File: src/rtl/multicycle_control.sv
// multicycle_control: lw/sw multicycle FSM with memory-handshake timeout, retire counter and sticky error state
module multicycle_control #(
  parameter int TIMEOUT = 15
) (
  input  logic        clk,
  input  logic        rst_n,
  input  logic        run,
  input  logic [31:0] ins,
  input  logic        mem_ready,
  output logic        memRead,
  output logic        memWrite,
  output logic        iOrD,
  output logic        irWrite,
  output logic        pcWrite,
  output logic        regWriteEnable,
  output logic        aluSrcA,
  output logic [1:0]  aluSrcB,
  output logic [4:0]  alu_ctrl,
  output logic        illegal,
  output logic        timeout_err,
  output logic [2:0]  state,
  output logic [15:0] instr_count
);
  typedef enum logic [2:0] {IDLE, FETCH, DECODE, MEMADR, MEMRD, MEMWB, MEMWR, ERROR} state_t;
  localparam logic [5:0] OP_LW = 6'b100011;
  localparam logic [5:0] OP_SW = 6'b101011;
  localparam logic [7:0] WAIT_LAST = 8'(TIMEOUT - 1);
  state_t state_q, state_d;
  logic [7:0] wait_q, wait_d;
  logic [15:0] cnt_q, cnt_d;
  logic terr_q, terr_d;
  logic waiting, timed_out, retire;
  logic [5:0] opcode;
  logic unused_ins;
  assign opcode = ins[31:26];
  assign unused_ins = ^ins[25:0];
  always_comb begin
    state_d = state_q;
    memRead = 1'b0;
    memWrite = 1'b0;
    iOrD = 1'b0;
    irWrite = 1'b0;
    pcWrite = 1'b0;
    regWriteEnable = 1'b0;
    aluSrcA = 1'b0;
    aluSrcB = 2'b00;
    alu_ctrl = 5'b00000;
    illegal = 1'b0;
    retire = 1'b0;
    waiting = state_q inside {FETCH, MEMRD, MEMWR};
    // This cycle's increment would bring the wait count to TIMEOUT; a ready handshake still wins
    timed_out = waiting && !mem_ready && wait_q == WAIT_LAST;
    case (state_q)
      IDLE: state_d = run ? FETCH : IDLE;
      FETCH: begin
        memRead = 1'b1;
        aluSrcB = 2'b01;
        alu_ctrl = 5'b00010;
        irWrite = mem_ready;
        pcWrite = mem_ready;
        if (mem_ready) state_d = DECODE;
      end
      DECODE: begin
        illegal = !(opcode == OP_LW || opcode == OP_SW);
        state_d = !illegal ? MEMADR : run ? FETCH : IDLE;
      end
      MEMADR: begin
        aluSrcA = 1'b1;
        aluSrcB = 2'b10;
        alu_ctrl = 5'b00010;
        state_d = opcode == OP_SW ? MEMWR : MEMRD;
      end
      MEMRD: begin
        memRead = 1'b1;
        iOrD = 1'b1;
        if (mem_ready) state_d = MEMWB;
      end
      MEMWB: begin
        regWriteEnable = 1'b1;
        retire = 1'b1;
        state_d = run ? FETCH : IDLE;
      end
      MEMWR: begin
        memWrite = 1'b1;
        iOrD = 1'b1;
        retire = mem_ready;
        if (mem_ready) state_d = run ? FETCH : IDLE;
      end
      default: state_d = ERROR;
    endcase
    if (timed_out) state_d = ERROR;
    wait_d = state_d != state_q ? 8'd0 : (waiting && !mem_ready) ? wait_q + 8'd1 : wait_q;
    cnt_d = cnt_q + 16'(retire);
    terr_d = terr_q | timed_out;
  end
  always_ff @(posedge clk or negedge rst_n) begin
    if (!rst_n) begin
      state_q <= IDLE;
      wait_q <= 8'd0;
      cnt_q <= 16'd0;
      terr_q <= 1'b0;
    end else begin
      state_q <= state_d;
      wait_q <= wait_d;
      cnt_q <= cnt_d;
      terr_q <= terr_d;
    end
  end
  assign state = state_q;
  assign instr_count = cnt_q;
  assign timeout_err = terr_q;
endmodule
File: config.mk
export PLATFORM = sky130hd
export DESIGN_NAME = multicycle_control
export DESIGN_NICKNAME = d
export VERILOG_FILES = /design/src/rtl/multicycle_control.sv
export SDC_FILE = /design/constraint.sdc
export NUM_CORES = 1
export LEC_CHECK = 0
export CAP_MARGIN = 20
export CORE_MARGIN = 2
export CORE_UTILIZATION = 41
export CTS_BUF_LIST = sky130_fd_sc_hd__clkbuf_16
export CTS_CLUSTER_DIAMETER = 150
export DETAILED_ROUTE_END_ITERATION = 16
export GPL_TIMING_DRIVEN = 0
export HOLD_SLACK_MARGIN = 0.02
export PLACE_DENSITY = 0.89
export SYNTH_ARGS = -nofsm -noshare
export SYNTH_HDL_FRONTEND = slang
export SYNTH_SLANG_ARGS = --single-unit
File: constraint.sdc
create_clock -name clk -period 2.4 [get_ports clk]
set_input_delay 0.24 -clock clk [delete_from_list [all_inputs] [get_ports clk]]
set_output_delay 0.24 -clock clk [all_outputs]
set_load 0.02 [all_outputs]
==> images/placement_by_type.png <==
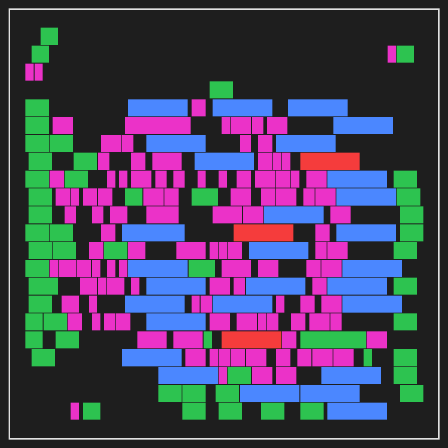
legend:
  flops:
    colour: blue
    cells: 28
  clock drivers:
    colour: red
    cells: 3
  other buffers and delay cells:
    colour: green
    cells: 52
  combinational and other logic:
    colour: magenta
    cells: 113

==> images/power_grid.png <==
The bar under the picture is 20 um long. Pins as bars on the die edge.
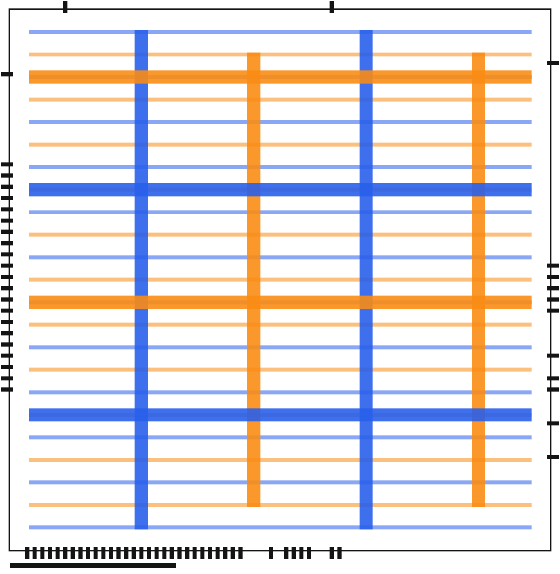
legend:
  VSS:
    colour: blue
  VDD:
    colour: orange
met4 straps: 4
rows: 22
signal pins: 71
met5 straps: 4

==> flow_metrics.env <==
# yosys + openroad results
export IMPL_antenna_found_initial=0
export IMPL_power_frac_seq_pct=32.6
export IMPL_nFillCells=321
export IMPL_final_max_slew_viol_count=0
export IMPL_yosys_stat_area_sq_um=1536
export IMPL_yosys_top_cells_count="28 x dfrtp_1, 11 x nand2_1, 11 x nor2_1, 11 x xnor2_1"
export IMPL_drt_iter0_markers=18
export IMPL_ant_nets=0
export IMPL_busiest_layer="met2"
export IMPL_total_power_w=0.001923
export IMPL_syn_area_per_cell_sq_um=10.18
export IMPL_htree_levels=1
export IMPL_reg2reg_slack_ns=0.22
export IMPL_p_leak_nw=0.9322
export IMPL_worstPathRequired_ns=2.16
export IMPL_end_kind="primary output"
export IMPL_yosys_top_cells_area="dfrtp_1 46%, xnor2_1 6.3%, xor2_1 5.7%"
export IMPL_async_reset_ff_share_pct=100.0
export IMPL_use_met3_pct=2.055
export IMPL_postRouteWirelength_um=3010
export IMPL_maxCapViolations=0
export IMPL_vias=1249
export IMPL_ys_flops=28
export IMPL_grt_pass1_vias=1224
export IMPL_coreArea_sq_um=3633
export IMPL_dieArea_sq_um=4253
export IMPL_die_w_um=65.22
export IMPL_fin_area_sq_um=2111
export IMPL_multi_input_comb_cells=110
export IMPL_area_growth_pct=37.38
export IMPL_stdcell_count=244
export IMPL_lay_top_count="clkdlybuf4s50_1"
export IMPL_synth_distinct_cells=36
export IMPL_grt_setup_unrepaired="no"
export IMPL_die_h_um=65.22
export IMPL_cts_buffer_depth=2
export IMPL_crit_chain="buf_4, nor2b_1, and2_1, clkdlybuf4s50_1"
export IMPL_status="finished, final reports clean"
export IMPL_powerComb_w=0.000926
export IMPL_cp_arrival_ns=1.96
export IMPL_grt_max_degree=19
export IMPL_cts_tree="yes"
export IMPL_p_comb_share_pct=48.2
export IMPL_switchingPower_w=0.0007287
export IMPL_numCtsBuffers=3
export IMPL_nNonClkBuffers=52
export IMPL_mi_logic_area_sq_um=745.7
export IMPL_layout_drive_gt1_share_pct=10.71
export IMPL_drc_errors=0
export IMPL_clock_latency_ns=0.26
export IMPL_inverters=3
export IMPL_internal_power_w=0.001194
export IMPL_seq_power_w=0.000628
export IMPL_clock_skew_ns=0.002818
export IMPL_max_stage_delay_ns=0.61
export IMPL_reg2reg_from="state[1]$_DFF_PN0_"
export IMPL_largest_reg_flops=16
export IMPL_cp_max_fo=18
export IMPL_final_nets=238
export IMPL_warnings=53
export IMPL_power_share_switching_pct=37.89
export IMPL_diodes=0
export IMPL_ir_drop_mv=0.6975
export IMPL_pwr_group_clock_w=0.000369
export IMPL_criticalPathCategory="reg2out"
export IMPL_layout_top_cells="39 x clkdlybuf4s50_1, 27 x dfrtp_1, 11 x nand2_1, 11 x nor2_1, 11 x xnor2_1"
export IMPL_placed_cells=243
export IMPL_largest_area_cell="dfrtp_1"
export IMPL_worst_setup_path_start_kind="flop"
export IMPL_power_frac_clock_pct=19.2
export IMPL_cts_setup_buffers=0
export IMPL_worstMarginPinSlew_ns=0.6159
export IMPL_rows=22
export IMPL_dpl_instance_area_sq_um=2036
export IMPL_setup_slack_ns=0.1966
==> images/congestion.png <==
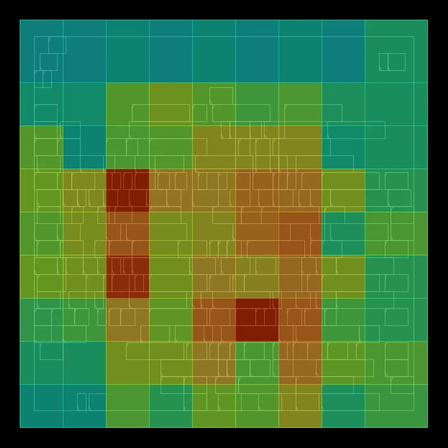
total track usage: 15.37%
Final Util: 58.09%
met2 Use GR: 27.17%
WL/cell: 12.34 um
M1 GR Usage: 18.50%

==> images/clk_routes.png <==
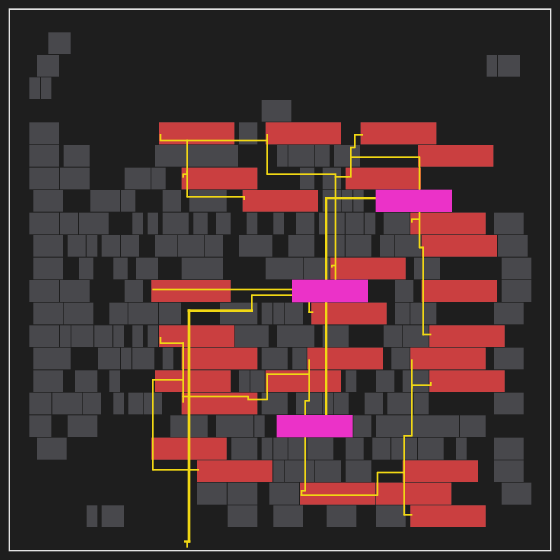
legend:
  clock wires:
    colour: yellow
    length: 322 um
  clock drivers:
    colour: magenta
    count: 3
  flip-flops:
    colour: red
    count: 28
routed clock nets: 4

per-layer routing:
layer  part of all wire (%)  vias up
li1                       -      604
met1                     43      591
met2                     49       47
met3                    5.2        7
met4                    2.4        0
met5                      0        -
logic make-up (layout without fill, tap and decap cells):
| kind of cell | count (synthesis) | count (layout) | synth area share (%) |
|---|---|---|---|
| buffers and inverters | 16 | 58 | 6.596 |
| xor gates and xnor gates | 21 | 21 | 11.97 |
| and+or+nand+nor | 67 | 67 | 24.19 |
| other | 1 | 4 | 0.2441 |
| AOI/OAI and AO/OA | 14 | 14 | 8.143 |
| adders and majority gates | 4 | 4 | 3.257 |
| DFF | 28 | 28 | 45.60 |
critical path: cells and delay by family (launching register included):
kind	cells	cell delay [ns]
buffers and inverters	2	0.82
flip-flops	1	0.37
AND/OR/NAND/NOR	2	0.51
